`config.mk`:
```
export PLATFORM = sky130hd
export DESIGN_NAME = code_lock_ctrl_flat
export DESIGN_NICKNAME = d
export VERILOG_FILES = /design/src/rtl/code_lock_ctrl_if.sv /design/src/rtl/code_lock_ctrl.sv /design/src/flat_wrapper.sv
export SDC_FILE = /design/constraint.sdc
export NUM_CORES = 1
export LEC_CHECK = 0
export ABC_AREA = 1
export CAP_MARGIN = 20
export CELL_PAD_IN_SITES_DETAIL_PLACEMENT = 1
export CELL_PAD_IN_SITES_GLOBAL_PLACEMENT = 1
export CORE_MARGIN = 3
export CORE_UTILIZATION = 44
export CTS_CLUSTER_DIAMETER = 30
export DETAILED_ROUTE_END_ITERATION = 10
export PLACE_DENSITY_LB_ADDON = 0.05
export RECOVER_POWER = 100
export SLEW_MARGIN = 10
export SYNTH_ARGS = -nofsm -noshare
export SYNTH_HDL_FRONTEND = slang
export SYNTH_SLANG_ARGS = --single-unit
```
`constraint.sdc`:
```
create_clock -name clk -period 1.82 [get_ports clk]
set_input_delay 0.273 -clock clk [delete_from_list [all_inputs] [get_ports clk]]
set_output_delay 0.273 -clock clk [all_outputs]
set_load 0.02 [all_outputs]
```
`src/rtl/code_lock_ctrl_if.sv`:
```
// Button / status bundle for the code lock controller.
// The master side (front panel or test stimulus) drives the raw buttons;
// the slave side (code_lock_ctrl) drives the status outputs.
interface code_lock_ctrl_if;
    logic       p1;
    logic       p2;
    logic       unlocked;
    logic       lockout;
    logic       err;
    logic [2:0] entry_cnt;
    logic [1:0] fails;

    modport master (
        output p1,
        output p2,
        input  unlocked,
        input  lockout,
        input  err,
        input  entry_cnt,
        input  fails
    );

    modport slave (
        input  p1,
        input  p2,
        output unlocked,
        output lockout,
        output err,
        output entry_cnt,
        output fails
    );
endinterface

```
`src/rtl/code_lock_ctrl.sv`:
```
// Two-button combination lock: debounces p1/p2, turns debounced rising
// edges into press events, checks each press against CODE, grants a timed
// unlock window on success and a timed lockout after MAX_TRIES failures.
// Optional feature macro: CODE_LOCK_TIMEOUT_EN -- abandons a partial entry
// after TIMEOUT_CYCLES cycles without a press (no err, no fails increment).
module code_lock_ctrl #(
    parameter int                  DEB_CYCLES     = 4,
    parameter int                  CODE_LEN       = 4,
    parameter logic [CODE_LEN-1:0] CODE           = 4'b1100,
    parameter int                  MAX_TRIES      = 3,
    parameter int                  UNLOCK_CYCLES  = 16,
    parameter int                  LOCKOUT_CYCLES = 32,
    parameter int                  TIMEOUT_CYCLES = 64
) (
    input  logic             clk,
    input  logic             reset,
    code_lock_ctrl_if.slave  bus
);

    // One shared down-counter covers every timed state, so size it for the longest.
    localparam int TMAX_UL = (UNLOCK_CYCLES > LOCKOUT_CYCLES) ? UNLOCK_CYCLES : LOCKOUT_CYCLES;
    localparam int TMAX    = (TMAX_UL > TIMEOUT_CYCLES) ? TMAX_UL : TIMEOUT_CYCLES;
    localparam int TW      = $clog2(TMAX + 1);

    localparam logic [TW-1:0] UNLOCK_T  = TW'(UNLOCK_CYCLES);
    localparam logic [TW-1:0] LOCKOUT_T = TW'(LOCKOUT_CYCLES);
    localparam logic [TW-1:0] TIMER_ONE = TW'(1);
`ifdef CODE_LOCK_TIMEOUT_EN
    localparam logic [TW-1:0] TIMEOUT_T = TW'(TIMEOUT_CYCLES);
`endif
    localparam logic [7:0] CODE_EXT = 8'(CODE);
    localparam logic [7:0] DEB_LAST = 8'(DEB_CYCLES - 1);
    localparam logic [2:0] LEN_W    = 3'(CODE_LEN);
    localparam logic [1:0] TRIES_W  = 2'(MAX_TRIES);

    typedef enum logic [1:0] {
        S_IDLE    = 2'd0,
        S_ENTRY   = 2'd1,
        S_OPEN    = 2'd2,
        S_LOCKOUT = 2'd3
    } state_t;

    state_t        state_reg, state_next;
    logic [2:0]    entry_cnt_reg, entry_cnt_next;
    logic          bad_reg, bad_next;
    logic [1:0]    fails_reg, fails_next;
    logic          err_reg, err_next;
    logic [TW-1:0] timer_reg, timer_next;

    logic [1:0]    raw;
    logic [1:0]    press;
    logic [7:0]    code_bits;
    logic          press_any;
    logic          sym_ok;
    logic [2:0]    cnt_inc;
    logic [1:0]    fails_inc;

    assign raw       = {bus.p2, bus.p1};
    assign code_bits = CODE_EXT;

    genvar gi;
    generate
        for (gi = 0; gi < 2; gi++) begin : g_deb
            logic [7:0] cnt_reg;
            logic       level_reg;
            logic       press_reg;

            // Debounce one button and emit a one-cycle event on each debounced rise.
            always_ff @(posedge clk or posedge reset) begin
                if (reset) begin
                    cnt_reg   <= '0;
                    level_reg <= 1'b0;
                    press_reg <= 1'b0;
                end else begin
                    press_reg <= 1'b0;
                    if (raw[gi] != level_reg) begin
                        if (cnt_reg == DEB_LAST) begin
                            level_reg <= raw[gi];
                            cnt_reg   <= '0;
                            // Only a 0->1 transition of the debounced level is a press.
                            press_reg <= raw[gi];
                        end else begin
                            cnt_reg <= cnt_reg + 8'd1;
                        end
                    end else begin
                        cnt_reg <= '0;
                    end
                end
            end

            assign press[gi] = press_reg;
        end
    endgenerate

    // Both buttons in one cycle is a single press with no valid symbol, so it never matches.
    assign press_any = |press;
    assign sym_ok    = ((press == 2'b01) && !code_bits[entry_cnt_reg]) ||
                       ((press == 2'b10) &&  code_bits[entry_cnt_reg]);
    assign cnt_inc   = entry_cnt_reg + 3'd1;
    assign fails_inc = fails_reg + 2'd1;

    // State and entry-tracking registers.
    always_ff @(posedge clk or posedge reset) begin
        if (reset) begin
            state_reg     <= S_IDLE;
            entry_cnt_reg <= '0;
            bad_reg       <= 1'b0;
            fails_reg     <= '0;
            err_reg       <= 1'b0;
            timer_reg     <= '0;
        end else begin
            state_reg     <= state_next;
            entry_cnt_reg <= entry_cnt_next;
            bad_reg       <= bad_next;
            fails_reg     <= fails_next;
            err_reg       <= err_next;
            timer_reg     <= timer_next;
        end
    end

    // Next-state logic: sequence entry, judge completed entries, run the window timers.
    always_comb begin
        state_next     = state_reg;
        entry_cnt_next = entry_cnt_reg;
        bad_next       = bad_reg;
        fails_next     = fails_reg;
        err_next       = 1'b0;
        timer_next     = timer_reg;
        case (state_reg)
            S_IDLE, S_ENTRY: begin
                if (press_any) begin
                    if (cnt_inc == LEN_W) begin
                        entry_cnt_next = '0;
                        bad_next       = 1'b0;
                        if (bad_reg || !sym_ok) begin
                            err_next   = 1'b1;
                            fails_next = fails_inc;
                            if (fails_inc == TRIES_W) begin
                                state_next = S_LOCKOUT;
                                timer_next = LOCKOUT_T;
                            end else begin
                                state_next = S_IDLE;
                            end
                        end else begin
                            state_next = S_OPEN;
                            fails_next = '0;
                            timer_next = UNLOCK_T;
                        end
                    end else begin
                        // Keep going after a mismatch so the bad position is not revealed.
                        state_next     = S_ENTRY;
                        entry_cnt_next = cnt_inc;
                        bad_next       = bad_reg || !sym_ok;
`ifdef CODE_LOCK_TIMEOUT_EN
                        timer_next     = TIMEOUT_T;
`endif
                    end
                end
`ifdef CODE_LOCK_TIMEOUT_EN
                else if (state_reg == S_ENTRY) begin
                    if (timer_reg == TIMER_ONE) begin
                        state_next     = S_IDLE;
                        entry_cnt_next = '0;
                        bad_next       = 1'b0;
                    end else begin
                        timer_next = timer_reg - TIMER_ONE;
                    end
                end
`endif
            end
            S_OPEN: begin
                // Presses are dropped here, including one landing on the exit edge.
                if (timer_reg == TIMER_ONE) begin
                    state_next = S_IDLE;
                end else begin
                    timer_next = timer_reg - TIMER_ONE;
                end
            end
            S_LOCKOUT: begin
                if (timer_reg == TIMER_ONE) begin
                    state_next = S_IDLE;
                    fails_next = '0;
                end else begin
                    timer_next = timer_reg - TIMER_ONE;
                end
            end
            default: begin
                state_next = S_IDLE;
            end
        endcase
    end

    // Output decode: window flags follow the state, err and counters come from registers.
    always_comb begin
        bus.unlocked  = (state_reg == S_OPEN);
        bus.lockout   = (state_reg == S_LOCKOUT);
        bus.err       = err_reg;
        bus.entry_cnt = entry_cnt_reg;
        bus.fails     = fails_reg;
    end

endmodule

```
`src/flat_wrapper.sv`:
```
// flat-port wrapper written by rule: the top's interface ports become plain ports
module code_lock_ctrl_flat 
#(
    parameter int                  DEB_CYCLES     = 4,
    parameter int                  CODE_LEN       = 4,
    parameter logic [CODE_LEN-1:0] CODE           = 4'b1100,
    parameter int                  MAX_TRIES      = 3,
    parameter int                  UNLOCK_CYCLES  = 16,
    parameter int                  LOCKOUT_CYCLES = 32,
    parameter int                  TIMEOUT_CYCLES = 64
)
  (clk, reset, bus_p1, bus_p2, bus_unlocked, bus_lockout, bus_err, bus_entry_cnt, bus_fails);
  code_lock_ctrl_if bus_i ();
  input  logic clk;
  input  logic reset;
  input wire logic [$bits(bus_i.p1)-1:0] bus_p1;
  input wire logic [$bits(bus_i.p2)-1:0] bus_p2;
  output wire logic [$bits(bus_i.unlocked)-1:0] bus_unlocked;
  output wire logic [$bits(bus_i.lockout)-1:0] bus_lockout;
  output wire logic [$bits(bus_i.err)-1:0] bus_err;
  output wire logic [$bits(bus_i.entry_cnt)-1:0] bus_entry_cnt;
  output wire logic [$bits(bus_i.fails)-1:0] bus_fails;
  assign bus_i.p1 = bus_p1;
  assign bus_i.p2 = bus_p2;
  assign bus_unlocked = bus_i.unlocked;
  assign bus_lockout = bus_i.lockout;
  assign bus_err = bus_i.err;
  assign bus_entry_cnt = bus_i.entry_cnt;
  assign bus_fails = bus_i.fails;
  code_lock_ctrl #(.DEB_CYCLES(DEB_CYCLES), .CODE_LEN(CODE_LEN), .CODE(CODE), .MAX_TRIES(MAX_TRIES), .UNLOCK_CYCLES(UNLOCK_CYCLES), .LOCKOUT_CYCLES(LOCKOUT_CYCLES), .TIMEOUT_CYCLES(TIMEOUT_CYCLES)) u_core (.clk(clk), .reset(reset), .bus(bus_i));
endmodule
```
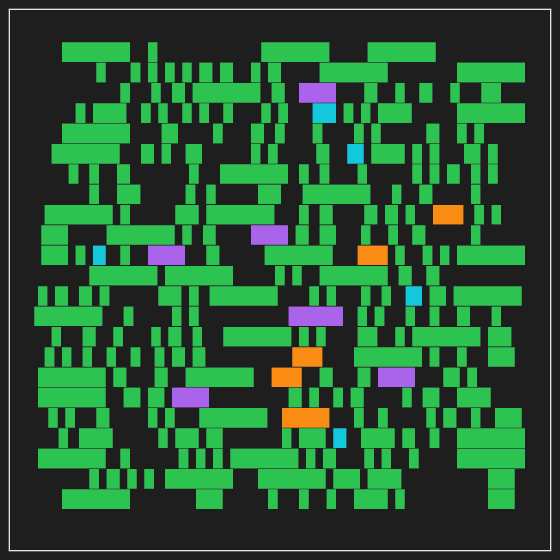
Figure 1: run 1, sizing map.
drive 6 and up -> purple  # cells 6, share 2.4%, most used clkbuf_8
drive 2 -> cyan  # cells 5, share 2.0%
drive 1 or less -> green  # cells 238, share 94%, most used nand2_1
drive 3 to 4 -> orange  # cells 5, share 2.0%, most used nor2_4
Repair and plain buffers: 13
min setup slack post-route: 0.146 ns
area grow syn2layout: 10.9%
Finished Cell Area: 0.00214 mm2

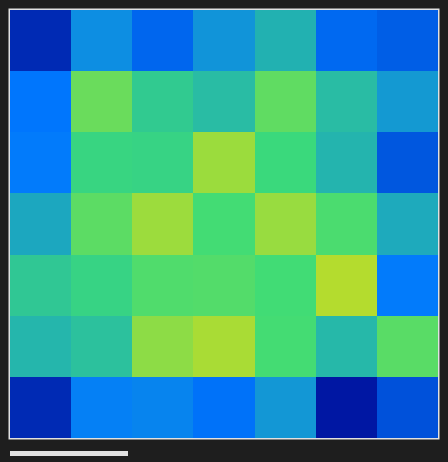
Figure 2: run 1, local utilization.
Bar = 20 um. 7 x 7 tiles, from dark blue (low) to red (high), 0 to 100% covered.
fullest tile = 65%
densest ninth of the die = centre
mean over tiles = 40%
Starting Density: 0.470
core area: 0.00412 mm2
fin util: 0.521

==> results.sh, run 1 <==
# yosys + openroad results
export IMPL_synthArstFlopShare=1.00
export IMPL_finalHoldViolations=0
export IMPL_globalRoute_totalOverflow=0
export IMPL_die_area_mm2=0.00522
export IMPL_met2_length_um=1820
export IMPL_r2r_slack_ns=0.27
export IMPL_regArea_um2=901
export IMPL_comb_multi_input_count=161
export IMPL_tns_ns=0
export IMPL_status="complete, no violations"
export IMPL_p_sw_uw=713
export IMPL_cts_buffer_depth=2
export IMPL_ys_flop_type="dfrtp_1"
export IMPL_min_path_type="flip-flop to flip-flop"
export IMPL_design_seq_count=36
export IMPL_cp_start_kind="flip-flop"
export IMPL_hp_start="u_core.g_deb[1].cnt_reg[0]"
export IMPL_topRoutingLayerUsed="met4"
export IMPL_drcViolationCount=0
export IMPL_grt_busiest_layer="met2"
export IMPL_edf_count=0
export IMPL_drt_initial_drc_count=49
export IMPL_pwr_share_seq=0.499
export IMPL_setup_violations=0
export IMPL_seq_share=0.420
export IMPL_peakVddDrop_v=0.000566
export IMPL_cp_depth=1
export IMPL_yosysWarnings=0
export IMPL_synthMostInstantiatedCell="nand2_1"
export IMPL_intPower_uw=1380
export IMPL_p_leak_uw=0.00109
export IMPL_ys_sh_xor=0.0227
export IMPL_antenna_cells=0
export IMPL_ys_sh_simple=0.312
export IMPL_p_seq_uw=1050
export IMPL_grt_max_degree=37
export IMPL_report_final_slew_viol_count=0
export IMPL_mux_share=0
export IMPL_dpl_worst_slack_ns=0.184
export IMPL_post_cts_buffers=0
export IMPL_hpwl_um=2840
export IMPL_crit_buf_inv=1
export IMPL_adder_share=0.0518
export IMPL_layout_drive_gt1_share=0.0630
export IMPL_antenna_found_initial=0
export IMPL_port_buffers=11
export IMPL_ys_top_cells_by_count="nand2_1, inv_1, dfrtp_1"
export IMPL_synth_cells=236
export IMPL_p_per_area_mw_per_mm2=978
export IMPL_path_cells="dlygate4sd3_1"
export IMPL_critPathRequiredTime_ns=1.55
export IMPL_period_minus_slack_ns=1.67
export IMPL_hold_ws_ns=0.457
export IMPL_num_nonclk_inverters=37
export IMPL_holdBufCountCts=0
export IMPL_cts_root_buffer="clkbuf_8"
export IMPL_yosys_cells=236
export IMPL_ys_flops=36
export IMPL_dp_cells=297
export IMPL_dr_pass1_iters=4
export IMPL_cts_resized=1
export IMPL_fmax_mhz=597
export IMPL_grt_use_total=0.168
export IMPL_power_frac_clock=0.259
export IMPL_nonClkBufAreaFrac=0.0519
export IMPL_grt_met1_usage=0.212
export IMPL_critPathLaunch="u_core.bus.entry_cnt[1]"
export IMPL_yosys_area_mm2=0.00193
export IMPL_netlist_logic_family_top="simple AND/OR/NAND/NOR gates"
export IMPL_cts_sinks=36
export IMPL_dominant_cells="sequential cells"
export IMPL_relSlewSlack=0.404
export IMPL_combGateArea_um2=853
export IMPL_place_area_mm2=0.00210
export IMPL_htree_num_levels=2
export IMPL_rows=23
export IMPL_stdcell_count=304
export IMPL_fp_dieH_um=72.3
export IMPL_crit_end="bus_entry_cnt[1]"
export IMPL_r2r_end="u_core.timer_reg[5]"
export IMPL_netlist_top_cell_by_area="dfrtp_1"
export IMPL_dr_wl_met3_um=113
export IMPL_synth_cell_type_count=23
export IMPL_final_fill_count=515
export IMPL_p_comb_frac=0.242
export IMPL_syn_area_mm2=0.00193
export IMPL_finClkSkew_ns=0.00647
export IMPL_nWellTaps=50
export IMPL_slowest_delay_ns=0.70
export IMPL_criticalPathCategory="flip-flop to primary output"
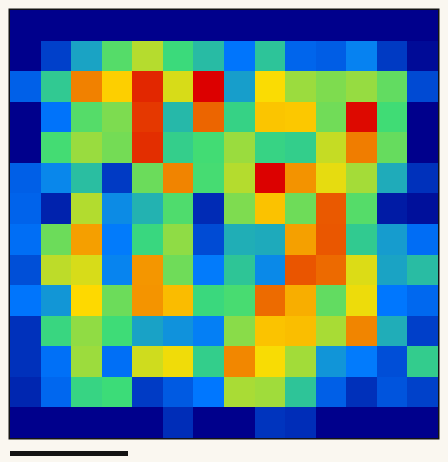
Figure 3: run 1, wiring heat map.
Bar = 20 um. 14 x 14 tiles, from dark blue (low) to red (high), scaled to the fullest tile. Values are wire area over tile area, all layers added.
tiles over half the peak = 42%
nearly empty tiles = 15%
fullest tile = 0.27
mean over tiles = 0.11
DR vias: 1,522
Routed WL: 3790 um
WL/cell: 12.5 um

==> run 1 -> run 2 <==
- ABC_AREA: 1 -> 0
- CORE_UTILIZATION: 44 -> 45
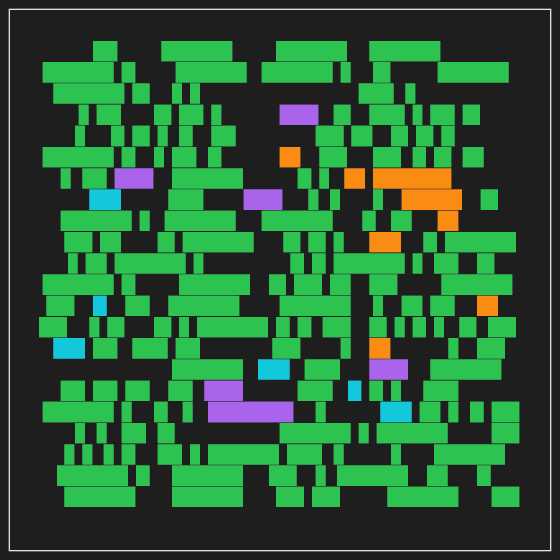
Figure 4: run 2, sizing map.
drive 6 and up -> purple  # cells 6, share 3.1%, most used clkbuf_8
drive 2 -> cyan  # cells 6, share 3.1%, most used mux2_2
drive 1 or less -> green  # cells 173, share 90%, most used dfrtp_1
drive 3 to 4 -> orange  # cells 8, share 4.1%, most used buf_4
Finished Cell Area: 0.00211 mm2
Repair and plain buffers: 17

==> run 2 against run 1 <==
Design area is 1.6% lower. Setup slack worse by 0.048 ns. Sequential share of layout area rose by 0.67 points. Sequential power is about 10% higher. Non-clock buffer count is 4 higher. Synthesized cell count down 28%. First-iteration DRC count fell by 29%. Clock skew is essentially flat. Critical path depth is 1 higher. Combinational power grew 99%.
==> results.sh, run 2 <==
# yosys + openroad results
export IMPL_status="complete, no violations"
export IMPL_path_cells="and2_0 -> clkdlybuf4s50_1"
export IMPL_fmax_mhz=581
export IMPL_antenna_found_initial=0
export IMPL_hp_start="u_core.g_deb[0].cnt_reg[0]"
export IMPL_mux_share=0.0362
export IMPL_globalRoute_totalOverflow=0
export IMPL_cts_sinks=36
export IMPL_area_growth_pct=17.5
export IMPL_ys_top_cells_by_count="dfrtp_1, nor2_1, nand3_1"
export IMPL_comb_multi_input_count=124
export IMPL_drcViolationCount=0
export IMPL_htree_num_levels=2
export IMPL_stdcell_count=241
export IMPL_cts_root_buffer="clkbuf_8"
export IMPL_design_seq_count=36
export IMPL_dp_cells=233
export IMPL_timing_final_ws_setup_ns=0.0974
export IMPL_place_area_mm2=0.00200
export IMPL_crit_buf_inv=1
export IMPL_tns_ns=0
export IMPL_topRoutingLayerUsed="met4"
export IMPL_cts_buffer_depth=2
export IMPL_r2r_slack_ns=0.11
export IMPL_yosysWarnings=0
export IMPL_slowest_delay_ns=0.61
export IMPL_edf_count=0
export IMPL_grt_busiest_layer="met2"
export IMPL_seq_share=0.427
export IMPL_cp_depth=2
export IMPL_setup_violations=0
export IMPL_num_nonclk_inverters=8
export IMPL_finalHoldViolations=0
export IMPL_ys_sh_xor=0.0682
export IMPL_dominant_cells="sequential cells"
export IMPL_intPower_uw=1860
export IMPL_ys_flop_type="dfrtp_1"
export IMPL_cp_start_kind="flip-flop"
export IMPL_drt_initial_drc_count=35
export IMPL_hpwl_um=2480
export IMPL_p_comb_frac=0.347
export IMPL_post_cts_buffers=0
export IMPL_dr_pass1_iters=4
export IMPL_min_path_type="flip-flop to flip-flop"
export IMPL_synth_cells=170
export IMPL_synthArstFlopShare=1.00
export IMPL_port_buffers=11
export IMPL_regArea_um2=901
export IMPL_hold_ws_ns=0.468
export IMPL_netlist_top_cell_by_area="dfrtp_1"
export IMPL_grt_max_degree=37
export IMPL_holdBufCountCts=0
export IMPL_die_area_mm2=0.00479
export IMPL_wl_um=3650
export IMPL_cts_resized=0
export IMPL_fin_util=0.564
export IMPL_rows=22
export IMPL_period_minus_slack_ns=1.72
export IMPL_netlist_logic_family_top="simple AND/OR/NAND/NOR gates"
export IMPL_p_leak_uw=0.000970
export IMPL_nonClkBufAreaFrac=0.0705
export IMPL_nWellTaps=48
export IMPL_adder_share=0.0557
export IMPL_combGateArea_um2=860
export IMPL_finClkSkew_ns=0.00623
export IMPL_layout_drive_gt1_share=0.104
export IMPL_ys_sh_simple=0.210
export IMPL_r2r_end="u_core.timer_reg[5]"
export IMPL_p_seq_uw=1200
==> run 2 -> run 3 <==
- clock period: 1.82 -> 1.72 ns (I/O delays scaled with it)
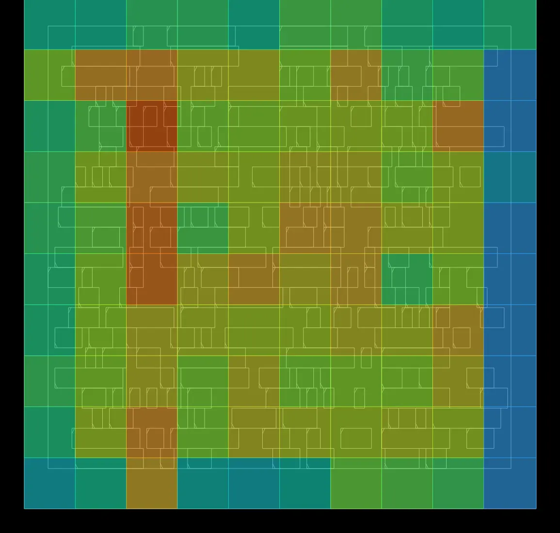
Figure 5: run 3, routing congestion map.
gr usage total: 0.158
GRT met1 Usage: 0.196

==> run 3 against run 2 <==
Sequential share of layout area shrank 0.076 points. Clock skew grew 0.0012 ns. Synthesized area is the same. Combinational power grew about 10%. Critical path depth grew 2. Final cell count grew 0.83%. Largest power group unchanged.
==> results.sh, run 3 <==
# yosys + openroad results
export IMPL_status="complete, no violations"
export IMPL_grt_max_degree=37
export IMPL_met2_length_um=1840
export IMPL_report_final_slew_viol_count=0
export IMPL_dpl_worst_slack_ns=-0.00414
export IMPL_yosys_cells=170
export IMPL_timing_final_ws_setup_ns=0.0433
export IMPL_wire_per_inst_um=14.7
export IMPL_hold_ws_ns=0.469
export IMPL_cts_buffer_depth=2
export IMPL_nonClkBufAreaFrac=0.0740
export IMPL_intPower_uw=1910
export IMPL_drcViolationCount=0
export IMPL_regArea_um2=901
export IMPL_syn_area_mm2=0.00180
export IMPL_adder_share=0.0557
export IMPL_ys_flops=36
export IMPL_hpwl_um=2540
export IMPL_p_comb_frac=0.373
export IMPL_fp_util=0.480
export IMPL_topRoutingLayerUsed="met4"
export IMPL_layout_drive_gt1_share=0.123
export IMPL_ys_top_cells_by_count="dfrtp_1, nor2_1, nand3_1"
export IMPL_antenna_found_initial=0
export IMPL_final_cell_area_mm2=0.00211
export IMPL_critPathLaunch="u_core.timer_reg[4]"
export IMPL_area_growth_pct=17.7
export IMPL_cts_resized=2
export IMPL_rows=22
export IMPL_dr_wl_met3_um=113
export IMPL_crit_buf_inv=0
export IMPL_hp_start="u_core.g_deb[0].cnt_reg[0]"
export IMPL_cp_start_kind="flip-flop"
export IMPL_pwr_share_seq=0.424
export IMPL_finalHoldViolations=0
export IMPL_peakVddDrop_v=0.000700
export IMPL_cts_root_buffer="clkbuf_8"
export IMPL_port_buffers=11
export IMPL_seq_share=0.426
export IMPL_yosys_area_mm2=0.00180
export IMPL_p_leak_uw=0.000955
export IMPL_post_cts_buffers=0
export IMPL_r2r_end="u_core.timer_reg[5]"
export IMPL_synthMostInstantiatedCell="dfrtp_1"
export IMPL_design_seq_count=36
export IMPL_comb_multi_input_count=124
export IMPL_cp_depth=4
export IMPL_dp_cells=234
export IMPL_stdcell_count=243
export IMPL_die_area_mm2=0.00479
export IMPL_grt_busiest_layer="met2"
export IMPL_buffers=19
export IMPL_cts_sinks=36
export IMPL_mux_share=0.0362
export IMPL_wl_um=3580
export IMPL_critPathRequiredTime_ns=1.89
export IMPL_netlist_top_cell_by_area="dfrtp_1"
export IMPL_power_frac_clock=0.203
export IMPL_ys_flop_type="dfrtp_1"
export IMPL_p_per_area_mw_per_mm2=1420
export IMPL_r2r_slack_ns=0.04
export IMPL_path_cells="or3_4 -> o41ai_4 -> a21bo_4 -> o211a_1"

==> gallery <==
Placement by cell class.
image #1
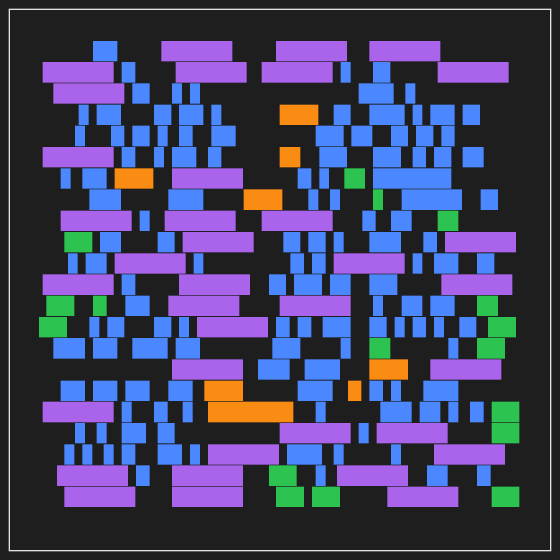
image #2
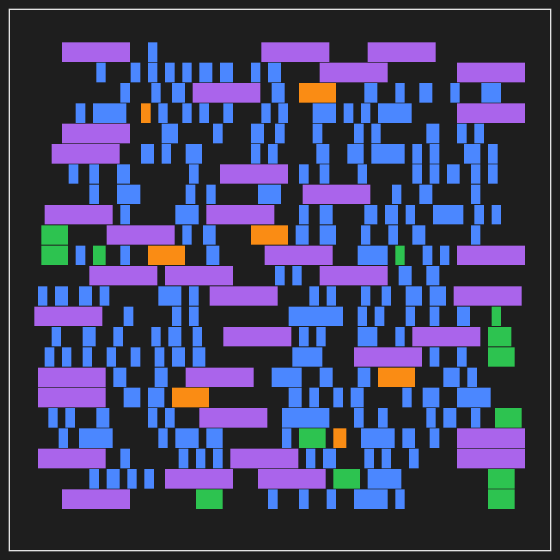
image #3
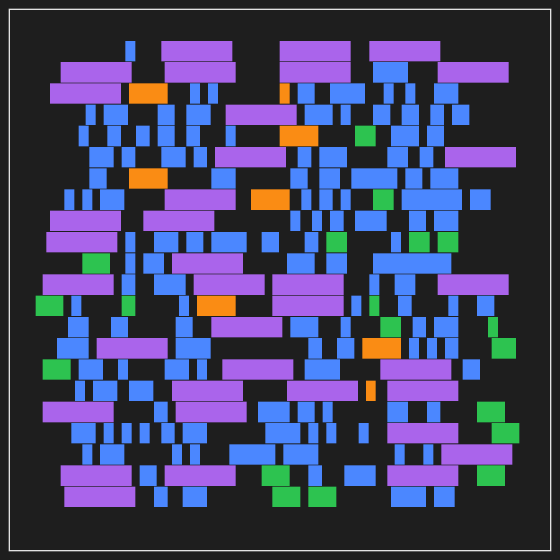
image #3 -> run 3
image #1 -> run 2
image #2 -> run 1
The one with the most cells is image #2.

Key to image #2:
all other logic -> blue  # cells 198
flip-flops -> purple  # cells 36
other buffers and delay cells -> green  # cells 13
clock drivers and dummy loads -> orange  # cells 7

No activity file was given, so power comes from the tool's default toggle rates.
